===== config.mk =====
export PLATFORM = sky130hd
export DESIGN_NAME = symbol_histogram_flat
export DESIGN_NICKNAME = d
export VERILOG_FILES = /design/src/rtl/symbol_histogram_if.sv /design/src/rtl/symbol_histogram.sv /design/src/flat_wrapper.sv
export SDC_FILE = /design/constraint.sdc
export NUM_CORES = 1
export LEC_CHECK = 0
export CORE_AREA = 2 2 105 107
export CTS_CLUSTER_DIAMETER = 200
export DETAILED_ROUTE_END_ITERATION = 6
export DIE_AREA = 0 0 107 109
export PLACE_DENSITY = 0.92
export SYNTH_ARGS = -nofsm -noshare
export SYNTH_HDL_FRONTEND = slang
export SYNTH_SLANG_ARGS = --single-unit

===== constraint.sdc =====
create_clock -name clk -period 8.5 [get_ports clk]
set_input_delay 1.7 -clock clk [delete_from_list [all_inputs] [get_ports clk]]
set_output_delay 1.7 -clock clk [all_outputs]
set_load 0.005 [all_outputs]

===== src/rtl/symbol_histogram_if.sv =====
// Symbol stream, coder handshake and leaf descriptor bundle for symbol_histogram.
// The slave modport is the histogram block; the master modport is its environment.
interface symbol_histogram_if;
  logic        sym_valid;
  logic        sym_ready;
  logic [3:0]  sym_data;
  logic        sym_last;
  logic [18:0] data_out0;
  logic [18:0] data_out1;
  logic [18:0] data_out2;
  logic [18:0] data_out3;
  logic [18:0] data_out4;
  logic [18:0] data_out5;
  logic [18:0] data_out6;
  logic [18:0] data_out7;
  logic [18:0] data_out8;
  logic [18:0] data_out9;
  logic        req_coding;
  logic        ack_coding;
  logic        trans_start;
  logic        bad_sym;
  logic        busy;

  modport slave (
    input  sym_valid, sym_data, sym_last, ack_coding, trans_start,
    output sym_ready, req_coding, bad_sym, busy,
    output data_out0, data_out1, data_out2, data_out3, data_out4,
    output data_out5, data_out6, data_out7, data_out8, data_out9
  );

  modport master (
    output sym_valid, sym_data, sym_last, ack_coding, trans_start,
    input  sym_ready, req_coding, bad_sym, busy,
    input  data_out0, data_out1, data_out2, data_out3, data_out4,
    input  data_out5, data_out6, data_out7, data_out8, data_out9
  );
endinterface


===== src/rtl/symbol_histogram.sv =====
// Counts symbols 0..9 of one block into saturating 8-bit bins, then hands the
// frozen counts to the Huffman coder and clears them once the coder is done.
module symbol_histogram #(
  parameter int CNT_MAX = 254
) (
  input  logic               clk,
  input  logic               rst,
  symbol_histogram_if.slave  bus
);

  typedef enum logic [2:0] {ACCUM, REQ, WAIT_TX, DRAIN, CLEAR} state_t;

  localparam logic [7:0] CntMax = 8'(CNT_MAX);

  state_t     state_q, state_d;
  logic [7:0] cnt_q [10];
  logic [7:0] cnt_d [10];
  logic       bad_q, bad_d;
  logic       req_q, req_d;
  logic       accept;

  assign accept = bus.sym_valid && (state_q == ACCUM);

  always_comb begin
    state_d = state_q;
    cnt_d   = cnt_q;
    bad_d   = bad_q;
    case (state_q)
      ACCUM: begin
        if (accept) begin
          if (bus.sym_data <= 4'd9) begin
            if (cnt_q[bus.sym_data] < CntMax) begin
              cnt_d[bus.sym_data] = cnt_q[bus.sym_data] + 8'd1;
            end
          end else begin
            bad_d = 1'b1;
          end
          if (bus.sym_last) state_d = REQ;
        end
      end
      REQ:     if (bus.ack_coding)   state_d = WAIT_TX;
      WAIT_TX: if (bus.trans_start)  state_d = DRAIN;
      DRAIN:   if (!bus.trans_start) state_d = CLEAR;
      CLEAR: begin
        state_d = ACCUM;
        cnt_d   = '{default: '0};
        bad_d   = 1'b0;
      end
      default: state_d = ACCUM;
    endcase
    // Registered from the next state so it drops on the same edge that samples ack.
    req_d = (state_d == REQ);
  end

  always_ff @(posedge clk) begin
    if (rst) begin
      state_q <= ACCUM;
      cnt_q   <= '{default: '0};
      bad_q   <= 1'b0;
      req_q   <= 1'b0;
    end else begin
      state_q <= state_d;
      cnt_q   <= cnt_d;
      bad_q   <= bad_d;
      req_q   <= req_d;
    end
  end

  assign bus.sym_ready  = (state_q == ACCUM);
  assign bus.busy       = (state_q != ACCUM);
  assign bus.req_coding = req_q;
  assign bus.bad_sym    = bad_q;

  assign bus.data_out0 = {6'b0, 5'd0, cnt_q[0]};
  assign bus.data_out1 = {6'b0, 5'd1, cnt_q[1]};
  assign bus.data_out2 = {6'b0, 5'd2, cnt_q[2]};
  assign bus.data_out3 = {6'b0, 5'd3, cnt_q[3]};
  assign bus.data_out4 = {6'b0, 5'd4, cnt_q[4]};
  assign bus.data_out5 = {6'b0, 5'd5, cnt_q[5]};
  assign bus.data_out6 = {6'b0, 5'd6, cnt_q[6]};
  assign bus.data_out7 = {6'b0, 5'd7, cnt_q[7]};
  assign bus.data_out8 = {6'b0, 5'd8, cnt_q[8]};
  assign bus.data_out9 = {6'b0, 5'd9, cnt_q[9]};

endmodule


===== src/flat_wrapper.sv =====
// flat-port wrapper written by rule: the top's interface ports become plain ports
module symbol_histogram_flat 
#(
  parameter int CNT_MAX = 254
)
  (clk, rst, bus_sym_valid, bus_sym_data, bus_sym_last, bus_ack_coding, bus_trans_start, bus_sym_ready, bus_req_coding, bus_bad_sym, bus_busy, bus_data_out0, bus_data_out1, bus_data_out2, bus_data_out3, bus_data_out4, bus_data_out5, bus_data_out6, bus_data_out7, bus_data_out8, bus_data_out9);
  symbol_histogram_if bus_i ();
  input  logic clk;
  input  logic rst;
  input wire logic [$bits(bus_i.sym_valid)-1:0] bus_sym_valid;
  input wire logic [$bits(bus_i.sym_data)-1:0] bus_sym_data;
  input wire logic [$bits(bus_i.sym_last)-1:0] bus_sym_last;
  input wire logic [$bits(bus_i.ack_coding)-1:0] bus_ack_coding;
  input wire logic [$bits(bus_i.trans_start)-1:0] bus_trans_start;
  output wire logic [$bits(bus_i.sym_ready)-1:0] bus_sym_ready;
  output wire logic [$bits(bus_i.req_coding)-1:0] bus_req_coding;
  output wire logic [$bits(bus_i.bad_sym)-1:0] bus_bad_sym;
  output wire logic [$bits(bus_i.busy)-1:0] bus_busy;
  output wire logic [$bits(bus_i.data_out0)-1:0] bus_data_out0;
  output wire logic [$bits(bus_i.data_out1)-1:0] bus_data_out1;
  output wire logic [$bits(bus_i.data_out2)-1:0] bus_data_out2;
  output wire logic [$bits(bus_i.data_out3)-1:0] bus_data_out3;
  output wire logic [$bits(bus_i.data_out4)-1:0] bus_data_out4;
  output wire logic [$bits(bus_i.data_out5)-1:0] bus_data_out5;
  output wire logic [$bits(bus_i.data_out6)-1:0] bus_data_out6;
  output wire logic [$bits(bus_i.data_out7)-1:0] bus_data_out7;
  output wire logic [$bits(bus_i.data_out8)-1:0] bus_data_out8;
  output wire logic [$bits(bus_i.data_out9)-1:0] bus_data_out9;
  assign bus_i.sym_valid = bus_sym_valid;
  assign bus_i.sym_data = bus_sym_data;
  assign bus_i.sym_last = bus_sym_last;
  assign bus_i.ack_coding = bus_ack_coding;
  assign bus_i.trans_start = bus_trans_start;
  assign bus_sym_ready = bus_i.sym_ready;
  assign bus_req_coding = bus_i.req_coding;
  assign bus_bad_sym = bus_i.bad_sym;
  assign bus_busy = bus_i.busy;
  assign bus_data_out0 = bus_i.data_out0;
  assign bus_data_out1 = bus_i.data_out1;
  assign bus_data_out2 = bus_i.data_out2;
  assign bus_data_out3 = bus_i.data_out3;
  assign bus_data_out4 = bus_i.data_out4;
  assign bus_data_out5 = bus_i.data_out5;
  assign bus_data_out6 = bus_i.data_out6;
  assign bus_data_out7 = bus_i.data_out7;
  assign bus_data_out8 = bus_i.data_out8;
  assign bus_data_out9 = bus_i.data_out9;
  symbol_histogram #(.CNT_MAX(CNT_MAX)) u_core (.clk(clk), .rst(rst), .bus(bus_i));
endmodule

run_1/sizing.png
Drawn at 2 px/um.
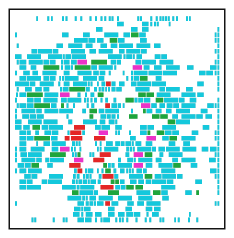
x3 and x4: shown in red, cells 14. x2: shown in green, cells 43. x1 and smaller: shown in cyan, cells 511. x6 and larger: shown in magenta, cells 10.
final worst slack: 3150 ps
Buffers excl. clock: 97

run_1/m3.png
Drawn at 3 px/um.
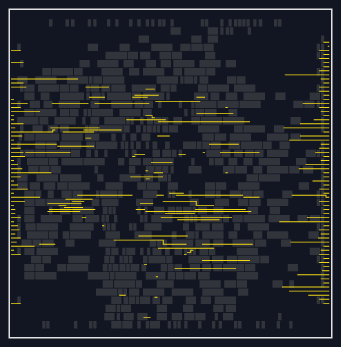
152 nets have wire on it. The layer holds 8.3% of the routed length. The wires run mostly horizontal. The longest straight run is 35.0 um.
via count: 3,874
GR Util met3: 4.54%
drt total wl: 13,200 um

run_1/route_heat.png
Drawn at 3 px/um. The die is cut into 21 by 22 equal tiles; dark purple is low, yellow is high, scaled to the fullest tile. Values are wire area over tile area, all layers added.
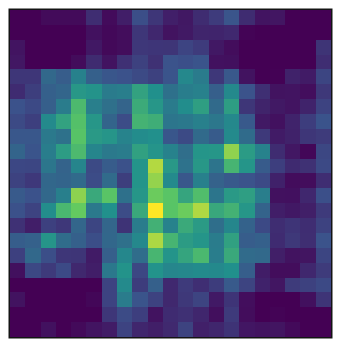
The mean over all tiles is 0.19. 14% of the tiles are nearly empty. The emptiest ninth of the die: top right. The fullest tile reaches 0.75. The densest ninth of the die: middle. 15% of the tiles are over half the peak.
Routed WL per cell: 18.4 um
Tot GR Track Use: 22.5%

run_1/class_map.png
Drawn at 4 px/um.
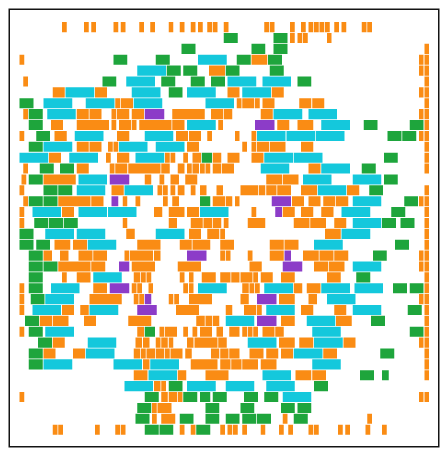
remaining logic cells: shown in orange, cells 381, share of their area 47%. registers: shown in cyan, cells 85, share of their area 32%. clock drivers and dummy loads: shown in purple, cells 15, share of their area 3.1%. remaining buffers and delay cells: shown in green, cells 97, share of their area 18%.
row cnt: 38
flop share of the area: 30.7%
final instance area: 5550 sq um

[run 1: cell families (layout without fill, tap and decap cells)]
| kind of cell | count (synthesis) | count (layout) |
|---|---|---|
| simple gates | 116 | 116 |
| mux | 31 | 31 |
| xor+xnor | 6 | 6 |
| fa+ha+maj | 1 | 1 |
| flops | 85 | 85 |
| buf+inv | 135 | 116 |
| other cells | 2 | 110 |
| compound gates | 113 | 113 |
[run 1: area by class of cell]
class	count	area, sq um	area share, %
Clock buffer	10	138	2.48
Clock inverter	5	27.5	0.496
Inverter	4	15.0	0.271
Multi-Input combinational cell	377	2530	45.7
Sequential cell	85	1700	30.7
Tap cell	140	175	3.16
Timing Repair Buffer	97	956	17.2
[run 1: worst max-delay path: stages]
cell and delay (ps):
clkdlybuf4s50_1 930, nor3b_2 440, a222oi_1 510, a222oi_1 230
and3_1 310, a21oi_2 800, and3b_1 510, a22o_1 210
[run 1: Yosys cell counts, drive strengths merged]
library cell	count
nor4	1
a21oi	16
nand2	49
a2111oi	2
o21ba	1
a211oi	1
and3	4
o21ai	2
a222oi	5
nor2b	4
nor3	11
o31a	1
nor3b	5
xor2	6
a22oi	1
mux2i	2
nand2b	5
nor4b	1
and3b	2
or3	1
nand3	7
a31oi	1
o22ai	2
a21o	2
and2	5
a22o	40
mux4	8
ha	1
mux2	21
buf	126
a32o	18
o41ai	1
o2bb2ai	20
conb	2
dfxtp	85
inv	4
nor2	21
clkbuf	5
[run 1: power groups by stage]
stage	sequential, mW	clock [mW]	combinational [mW]
floorplan	0.412	0	0.0897
global placement	0.412	0	0.0742
detailed placement	0.412	0	0.0753
CTS	0.402	0.254	0.0755
global route	0.403	0.274	0.0856
finish	0.402	0.254	0.0773
==> results.cfg, run 1 <==
; synthesis and place-and-route metrics
[status]
status = complete, no violations

[clock_tree]
cts_root_buf = clkbuf_8

[pwr]
p_per_area_nw_per_um2 = 132
switching_power_uw = 199
finalPower_uw = 733
sw_frac_of_total_pct = 27.2
pwr-share-seq_pct = 54.9

[setup_path]
cp.required_ps = 8800
reg2reg_to = u_core.bus.data_out4[1]$_SDFFE_PP0P_
start_kind = primary input
r2r_cells = 7

[synth]
top_area_share_pct = 35.4
ys_sh_aoi_pct = 21.6
ys_sh_simple_pct = 11.9
synth_area_sq_um = 4800
xor_share_pct = 1.25

[final_layout]
synthToLayoutAreaGrowth_pct = 15.4

[drt]
firstDrtPassIters = 5
wl_met3_um = 1100
drt-met1-wl_um = 5480
highest_layer = met4
routed_via_density = 5.40

[placement]
place_ws_ps = 2880
dp_hpwl_um = 9690
portBuffers = 93
place_area_sq_um = 5380

[final_timing]
hold_violations = 0

[job]
warnings = 26

[floorplanning]
die_area_sq_um = 11700
die-width_um = 107
run_1/clock_nets.png
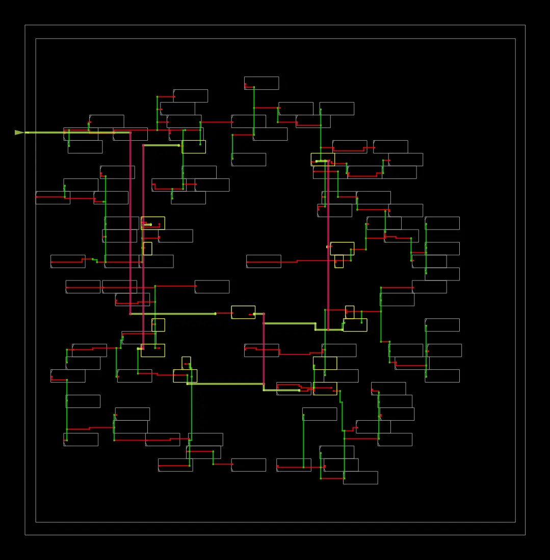

==> run 2, diff against run 1 <==
- CORE_AREA: 2 2 105 107 -> 2 2 114 116
- DIE_AREA: 0 0 107 109 -> 0 0 116 118
- PLACE_DENSITY: 0.92 -> 0.84
- clock period: 8.5 -> 4.5 ns (I/O delays scaled with it)
run_2/clock_nets.png
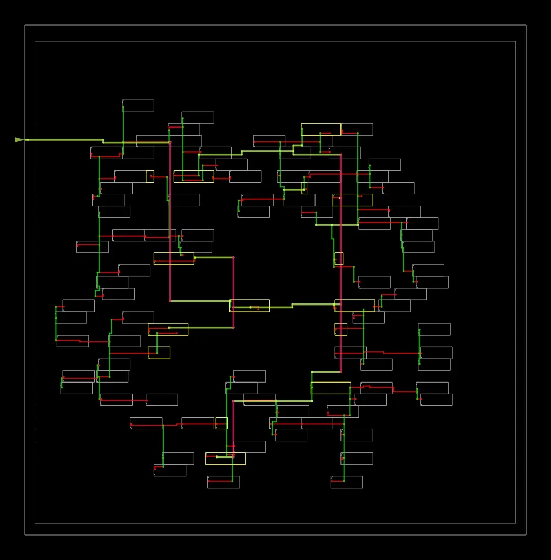
TritonCTS Buffers: 9
Clk power: 672 uW
clock sink count: 85
Latency at later pin: 340 ps

==> run 2 against run 1 <==
Against the previous run:
- utilization shrank 5.5 points
- flip-flop count did not move
- first-iteration DRC count increased by 9.5%
- wire length grew 0.89%
- worst setup slack lost 2500 ps
- hold slack gained 1.4 ps
==> results.cfg, run 2 <==
; synthesis and place-and-route metrics
[status]
status = complete, no violations

[job]
warnings = 26

[drt]
firstDrtPassIters = 5
wirelength_um = 13300
dr_total_vias = 3911
drt-met1-wl_um = 5600
routedWlPerCell_um = 17.4
wl_met3_um = 1340
highest_layer = met4
routed_via_density = 5.11

[setup_path]
cp_slowest_cell = clkdlybuf4s50_1
crit_chain = clkdlybuf4s50_1 -> nor3b_2 -> a222oi_1 -> a222oi_1 -> and3_1 -> nand2_2 -> buf_4 -> a21oi_4 -> a22o_1
slowest_delay_ps = 650
cp.required_ps = 4790
start_kind = primary input
path_common_cell = a222oi_1

[placement]
dp_cells = 751
place_area_sq_um = 5540
place_ws_ps = 335
portBuffers = 93

[final_layout]
layout_top_cell = conb_1
final_area_sq_um = 5810
synthToLayoutAreaGrowth_pct = 20.9

[floorplanning]
die-width_um = 116
rows = 41
die_area_sq_um = 13700

[synth]
yosysMostFrequentCell = buf_4
flop_cell = dfxtp_1
async_reset_ff_share_pct = 0
common_cells = 112 x buf_4, 85 x dfxtp_1, 47 x nand2_1
synth_area_sq_um = 4800
top_area_share_pct = 35.4
edf_count = 0

[final_timing]
post-route-period-util_pct = 85.4
tightest_slew_ps = 901
hold_violations = 0
setup_slack_ps = 656
maxSlewViolCount = 0

[pwr]
finalPower_mw = 1.59

[global_route]
grt_max_degree = 36
grt_pass1_wl_um = 20200

[clock_tree]
cts_root_buf = clkbuf_16
-- run 2: cell counts after synthesis --
No cell type changed its count.
-- run 2: area by class of cell --
cell class / instances / area (sq um) / area share, %
multi-input combinational: 377 / 2530 / 43.6
sequential: 85 / 1700 / 29.3
timing repair buffer: 113 / 1080 / 18.5
clock buffer: 11 / 243 / 4.18
tap: 172 / 215 / 3.71
clock inverter: 4 / 25.0 / 0.431
inverter: 4 / 15.0 / 0.259
-- run 2: critical path, delay by kind of cell --
family,cells,cell delay [ps]
compound gates,4,1170
simple gates,3,1130
buf+inv,2,910
-- run 2: power by group --
part           leakage, nW  switching [mW]  internal (mW)
clock network        0.127           0.289          0.383
logic                 1.58           0.104         0.0509
registers            0.685         0.00423          0.757
total                 2.39           0.396           1.19
-- run 2: worst paths after layout --
kind / slack, ps / cells past startpoint / endpoint
min reg2reg: 490 / 1 / u_core.bus.data_out9[5]$_SDFFE_PP0P_
min: 490 / 1 / u_core.bus.data_out9[5]$_SDFFE_PP0P_
max: 660 / 9 / u_core.bus.data_out5[7]$_SDFFE_PP0P_
max reg2reg: 1740 / 7 / u_core.bus.data_out7[1]$_SDFFE_PP0P_
-- run 2: kinds of logic after synthesis --
| kind of cell | count (synthesis) | share of synthesized area [%] |
|---|---|---|
| AOI/OAI and AO/OA | 113 | 21.6 |
| xor gates and xnor gates | 6 | 1.25 |
| adders and majority gates | 1 | 0.260 |
| buffers and inverters | 135 | 20.3 |
| DFF | 85 | 35.4 |
| muxes | 31 | 9.09 |
| other | 2 | 0.156 |
| and+or+nand+nor | 116 | 11.9 |
-- run 2: per-layer routing --
metal	GRT usage [%]	up-vias
li1	-	1770
met1	26.2	1837
met2	29.6	274
met3	4.07	30
met4	7.81	0
met5	0	-
run_2/m3.png
Drawn at 3 px/um.
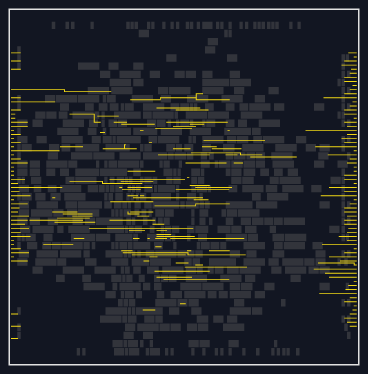

==> run 3, diff against run 2 <==
- CORE_AREA: 2 2 114 116 -> 2 2 113 115
- CTS_CLUSTER_DIAMETER: 200 -> 150
- DIE_AREA: 0 0 116 118 -> 0 0 115 117
- PLACE_DENSITY: 0.84 -> 0.82
- clock period: 4.5 -> 4.8 ns (I/O delays scaled with it)
run_3/m3.png
Drawn at 3 px/um.
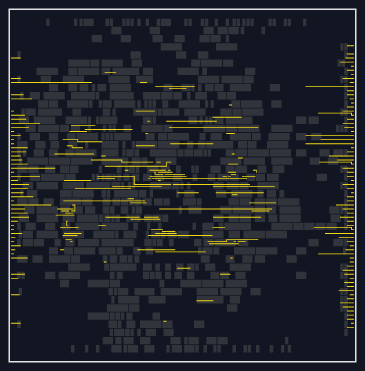
The layer holds 8.6% of the routed length. The longest straight run is 37.3 um. The wires run mostly horizontal.
GR Util met3: 3.66%
via count: 3,955

==> run 3 against run 2 <==
Against the previous run:
- count of clock-buffer cells in the layout down 1
- largest cell class unchanged
- flip-flop count unchanged
- critical endpoint is now u_core.bus.data_out6[1]$_SDFFE_PP0P_
- final cell count down 3.1%
- worst setup slack worse by 93 ps
- sequential share of layout area up 0.063 points
- critical path type unchanged
- combinational power down 7%
- critical path depth down 1
==> results.cfg, run 3 <==
; synthesis and place-and-route metrics
[pwr]
p_per_area_nw_per_um2 = 267

[synth]
edf_count = 0
common_cells = 112 x buf_4, 85 x dfxtp_1, 47 x nand2_1
xor_share_pct = 1.25
flop_cell = dfxtp_1
yosysMostFrequentCell = buf_4
synth_area_sq_um = 4800
async_reset_ff_share_pct = 0
synthMuxAreaShare_pct = 9.09

[global_route]
grt_use_met2_pct = 33.4
grt_use_total_pct = 20.6

[setup_path]
start_kind = primary input
reg2reg_to = u_core.bus.data_out6[1]$_SDFFE_PP0P_
r2r_slack_ps = 1630
r2r_cells = 7
cp.required_ps = 5090

[final_layout]
layout_top_cell = conb_1
synthToLayoutAreaGrowth_pct = 20.6
flop_area_sq_um = 1700

[placement]
portBuffers = 93
place_ws_ps = 269
dp_hpwl_um = 10600

[clock_tree]
cts.sink_count = 85
cts_root_buf = clkbuf_16
numCtsBuffers = 9

[status]
status = complete, no violations

[drt]
routed_via_density = 5.33
drt-met1-wl_um = 5770
highest_layer = met4
wl_met3_um = 1190

[worst_hold_path]
min_path_cells = 1
whs_endpoint = u_core.bus.data_out1[4]$_SDFFE_PP0P_

[final_timing]
setup_slack_ps = 563
hold_violations = 0

[floorplanning]
rows = 41
die-width_um = 115
[run 3: cell counts after synthesis]
Identical to the previous run, type by type.
[run 3: power by group]
group	internal (mW)	switching, mW
registers	0.710	0.00401
clock network	0.402	0.289
logic	0.0470	0.0967
total	1.16	0.390
[run 3: layout make-up]
class	instances	share of cell area (%)
clock buffers	10	3.95
clock inverters	6	1.10
repair buffers	110	18.4
flip-flops and latches	85	29.4
multi-input cells	377	43.7
inverters	4	0.259
well taps	150	3.24
[run 3: stage by stage]
stage | util [%] | cells
2_1_floorplan | - | 597
3_3_place_gp | 44.7 | 726
3_5_place_dp | 44.7 | 726
4_1_cts | 47.1 | 742
5_1_grt | 47.1 | 742
6_report | 47.1 | 742
[run 3: worst max path at each step]
stage / end / from / cells past startpoint / slack, ps
floorplan: u_core.bus.data_out0[6]$_SDFFE_PP0P_ / bus_sym_data[0] / 12 / 1590
global placement: u_core.bus.data_out2[1]$_SDFFE_PP0P_ / bus_sym_data[1] / 9 / 390
detailed placement: u_core.bus.data_out6[1]$_SDFFE_PP0P_ / bus_sym_data[1] / 8 / 270
CTS: u_core.bus.data_out8[1]$_SDFFE_PP0P_ / bus_sym_data[1] / 8 / 610
global route: u_core.bus.data_out8[1]$_SDFFE_PP0P_ / bus_sym_data[1] / 8 / 220
finish: u_core.bus.data_out6[1]$_SDFFE_PP0P_ / bus_sym_data[1] / 8 / 560
[run 3: worst max-delay path: stages]
cell	delay (ps)
clkdlybuf4s50_1	710
nor3b_2	350
a222oi_1	420
a222oi_1	230
and3_1	300
a21oi_2	800
and3b_1	530
a22o_1	210
No activity file was given, so power comes from the tool's default toggle rates.
